### config.mk
export PLATFORM = sky130hd
export DESIGN_NAME = regtracker
export DESIGN_NICKNAME = d
export VERILOG_FILES = /design/src/rtl/regtracker_pkg.sv /design/src/rtl/regtracker.sv
export SDC_FILE = /design/constraint.sdc
export NUM_CORES = 1
export LEC_CHECK = 0
export ABC_AREA = 1
export CAP_MARGIN = 0
export CORE_MARGIN = 2
export CORE_UTILIZATION = 45
export DETAILED_ROUTE_END_ITERATION = 8
export PLACE_DENSITY = 0.68
export SLEW_MARGIN = 20
export SYNTH_ARGS = -nofsm -noshare
export SYNTH_HDL_FRONTEND = slang
export SYNTH_SLANG_ARGS = --single-unit
### constraint.sdc
create_clock -name clk -period 1.6 [get_ports clk]
set_clock_uncertainty 0.1 [all_clocks]
set_input_delay 0.24 -clock clk [delete_from_list [all_inputs] [get_ports clk]]
set_output_delay 0.24 -clock clk [all_outputs]
set_load 0.05 [all_outputs]
### src/rtl/regtracker_pkg.sv
// Shared CPU constants for the register scoreboard: register-file geometry,
// the hard-wired zero register index and the per-operand hazard test.
package regtracker_pkg;

  localparam int unsigned CPU_NUM_REGS = 32;
  localparam int unsigned CPU_REG_AW   = 5;
  localparam int unsigned REG_X0       = 0;

  // An operand is blocked when it is used, names a real register, that register
  // has a write in flight, and that write is not retiring this very cycle.
  function automatic logic operand_blocked(
    input logic valid,
    input logic idx_nonzero,
    input logic pend,
    input logic bypass
  );
    logic blk;
    if (valid && idx_nonzero && pend && !bypass) begin
      blk = 1'b1;
    end else begin
      blk = 1'b0;
    end
    return blk;
  endfunction

endpackage

### src/rtl/regtracker.sv
// Register scoreboard: tracks destinations issued from decode but not yet
// written back, raises a combinational stall on RAW/WAW hazards, and reserves
// the destination of every instruction that actually leaves decode.
module regtracker
  import regtracker_pkg::*;
#(
  parameter int unsigned NUM_REGS = CPU_NUM_REGS,
  parameter int unsigned REG_AW   = CPU_REG_AW
) (
  input  logic              clk,
  input  logic              rst,
  input  logic              rs1v,
  input  logic              rs2v,
  input  logic              rdv,
  input  logic              we,
  input  logic [REG_AW-1:0] rs1,
  input  logic [REG_AW-1:0] rs2,
  input  logic [REG_AW-1:0] rd,
  input  logic [REG_AW-1:0] rdwbs,
  input  logic              jmp,
  input  logic              stall_jmp_mem,
  output logic              stall
);

  localparam logic [REG_AW-1:0] X0_IDX = REG_AW'(REG_X0);

  logic [NUM_REGS-1:0] r_pending;
  logic [NUM_REGS-1:0] w_pending_next;
  logic                w_rs1_blk;
  logic                w_rs2_blk;
  logic                w_rd_blk;
  logic                w_issue;
  logic                w_wb_valid;

  // Per-operand hazard detection; invalid operands never look at their index.
  always_comb begin
    w_rs1_blk = 1'b0;
    w_rs2_blk = 1'b0;
    w_rd_blk  = 1'b0;
    if (rs1v) begin
      w_rs1_blk = operand_blocked(1'b1, rs1 != X0_IDX, r_pending[rs1],
                                  we && (rdwbs == rs1));
    end else begin
      w_rs1_blk = 1'b0;
    end
    if (rs2v) begin
      w_rs2_blk = operand_blocked(1'b1, rs2 != X0_IDX, r_pending[rs2],
                                  we && (rdwbs == rs2));
    end else begin
      w_rs2_blk = 1'b0;
    end
    if (rdv) begin
      w_rd_blk = operand_blocked(1'b1, rd != X0_IDX, r_pending[rd],
                                 we && (rdwbs == rd));
    end else begin
      w_rd_blk = 1'b0;
    end
  end

  assign stall = w_rs1_blk | w_rs2_blk | w_rd_blk;

  // Decide whether decode's destination is reserved and whether writeback frees one.
  always_comb begin
    w_issue    = 1'b0;
    w_wb_valid = 1'b0;
    if (rdv && (rd != X0_IDX) && !stall && !jmp && !stall_jmp_mem) begin
      w_issue = 1'b1;
    end else begin
      w_issue = 1'b0;
    end
    if (we && (rdwbs != X0_IDX)) begin
      w_wb_valid = 1'b1;
    end else begin
      w_wb_valid = 1'b0;
    end
  end

  // Per-register set/clear cell: x0 is tied off, a reservation beats a
  // same-cycle writeback to the same register.
  assign w_pending_next[0] = 1'b0;
  for (genvar gi = 1; gi < NUM_REGS; gi++) begin : g_cell
    logic w_set;
    logic w_clr;
    assign w_set = w_issue && (rd == REG_AW'(gi));
    assign w_clr = w_wb_valid && (rdwbs == REG_AW'(gi));
    assign w_pending_next[gi] = w_set | (r_pending[gi] & ~w_clr);
  end

  // Pending vector register; async reset drops every outstanding reservation.
  always_ff @(posedge clk or negedge rst) begin
    if (!rst) begin
      r_pending <= '0;
    end else begin
      r_pending <= w_pending_next;
    end
  end

endmodule

==> results.json <==
{
  "status": "finished, violations left",
  "failed_checks": "negative setup slack",
  "syn_avg_cell_area_um2": 5.876,
  "core_area_mm2": 0.006719,
  "setup_ws_ps": -515.0,
  "path_buffers": 4,
  "firstDrtPassIters": 7,
  "post-route-min-period_ps": 2115,
  "worst_pin_slew_ps": 413.9,
  "num_rows": 30,
  "grt_pass1_vias": 3737,
  "yosys-top-cells-area": "dfrtp_1 (25%), nand2_1 (23%), nand4_1 (7.7%), nand3_1 (6.5%), o21ai_0 (6.1%)",
  "fin_util_pct": 62.98,
  "n_antenna_cell": 0,
  "power_frac_clock_pct": 23.5,
  "timing.hold.ws_ps": 249.2,
  "cell_internal_pwr_mw": 1.606,
  "netlist_instances": 527,
  "cts_tree": "yes",
  "clkSlewWorstSetupHoldPaths_ps": 70,
  "setup_violations": 32,
  "fmax_mhz": 472.8,
  "grt_max_degree": 32,
  "wl_per_cell_um": 16.04,
  "maxCapViolations": 0,
  "yosys_warnings": 0,
  "route.detailed.drc": 0,
  "ys_area_mm2": 0.003097,
  "postSynth.asyncResetShare_pct": 100.0
}
[what timing repair did]
item                                    in CTS  in global routing
setup buffers                                7                  3
pin swaps                                    9                  6
gates cloned                                 2                  0
gates resized                               48                 21
endpoints found under the setup margin      32                 32
[stage by stage]
stage | setup TNS (ps) | total power [mW] | setup slack [ps]
2_1_floorplan | -126.2 | 1.437 | -119.7
3_3_place_gp | -23770 | 1.858 | -775.1
3_5_place_dp | -23540 | 1.867 | -768.2
4_1_cts | -9221 | 2.510 | -502.5
5_1_grt | -15770 | 2.690 | -585.1
6_report | -13330 | 2.551 | -515.0
[cells in the final DEF (no fill, tap or decap), drive strengths merged, types with 10 or more instances in the layout]
master       count
nor2            55
nand4           38
a21oi           10
nand2          194
buf             91
o21ai           46
nor3            14
dlygate4sd2     15
dfrtp           31
nand3           40
inv             57
[routing by layer]
layer | track usage [%] | part of all wire (%)
met1 | 43.60 | 44
met2 | 50.03 | 47
met3 | 3.128 | 7.1
met4 | 10.51 | 2.1
met5 | 0 | 0
[kinds of logic (layout without fill, tap and decap cells)]
logic type             Yosys count  count (layout)  share of synthesized area [%]
AND/OR/NAND/NOR                342             342                          48.93
flip-flops                      31              31                          25.05
XOR/XNOR                         1               1                         0.2829
buffers and inverters           86             185                          14.06
AND-OR/OR-AND                   67              67                          11.68
[worst max-delay path by stage]
| stage | from | endpoint | cells past startpoint |
|---|---|---|---|
| floorplan | rd[0] | stall | 13 |
| detailed placement | rs2[0] | r_pending[22] | 14 |
| global route | r_pending[27] | stall | 12 |
| finish | r_pending[3] | stall | 11 |
| CTS | r_pending[23] | stall | 12 |
| global placement | rs2[0] | stall | 15 |
[cell usage after synthesis, types with 8 or more instances]
master   count
nand3_1     40
a21oi_1     10
inv_1       50
nor3_1      14
nand4_1     38
dfrtp_1     31
nor2_1      46
o21ai_1      8
o21ai_0     38
nand2_1    192
buf_2       14
[power by group through the flow]
| stage | Sequential [mW] | Combinational [mW] | Clock, mW |
|---|---|---|---|
| after CTS | 0.928 | 0.975 | 0.607 |
| after floorplan | 0.911 | 0.526 | 0 |
| final | 0.937 | 1.01 | 0.600 |
| after global placement | 0.942 | 0.916 | 0 |
| after global routing | 0.942 | 1.11 | 0.643 |
| after detailed placement | 0.942 | 0.925 | 0 |
[final cells by class]
type                            instances  area (µm²)
Clock buffer                            7       76.32
Clock inverter                          1       5.005
Fill cell                             647        2487
Inverter                               57       224.0
Multi-Input combinational cell        410        1986
Sequential cell                        31       779.5
Tap cell                               80       100.1
Timing Repair Buffer                  119        1054
Timing Repair inverter                  1       7.507
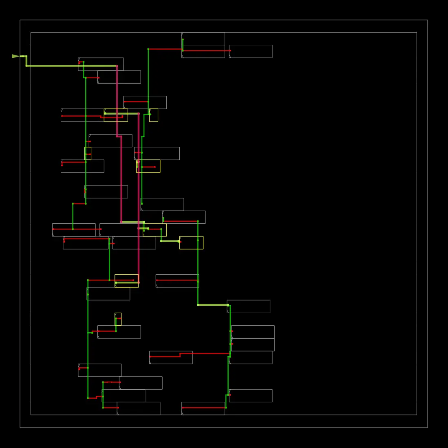
(images/final_clocks.png)
clk_buf instances: 7
TritonCTS Buffers: 5
Seq cells: 31
CTS Sinks: 31

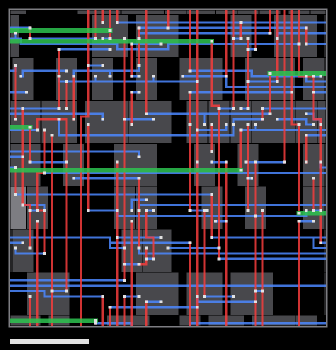
(images/zoom.png)
Bar = 5 µm. Region (33, 51) to (53, 71) µm. Cells in gray, sequential cells in the stronger gray; small squares are vias.
layer	color
met3	green
met2	red
met1	blue
cells with their middle in the window	39
most frequent	nand2_1 (13), buf_4 (12), nor2_1 (5)
sequential cells in the window	0

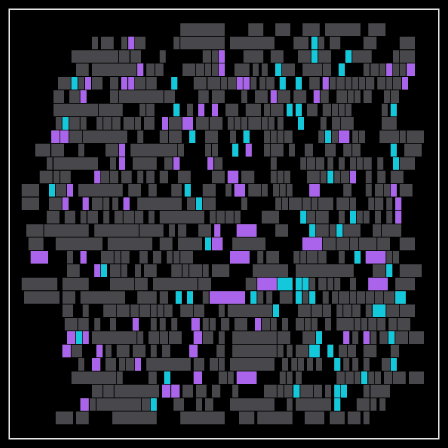
(images/gate_families.png)
family	color	cells	most used
NOR gates	purple	70	nor2_1
inverters	cyan	58	inv_1
final cell count without fillers: 706
Comb area share: 46.92%

No activity file was given, so power comes from the tool's default toggle rates.
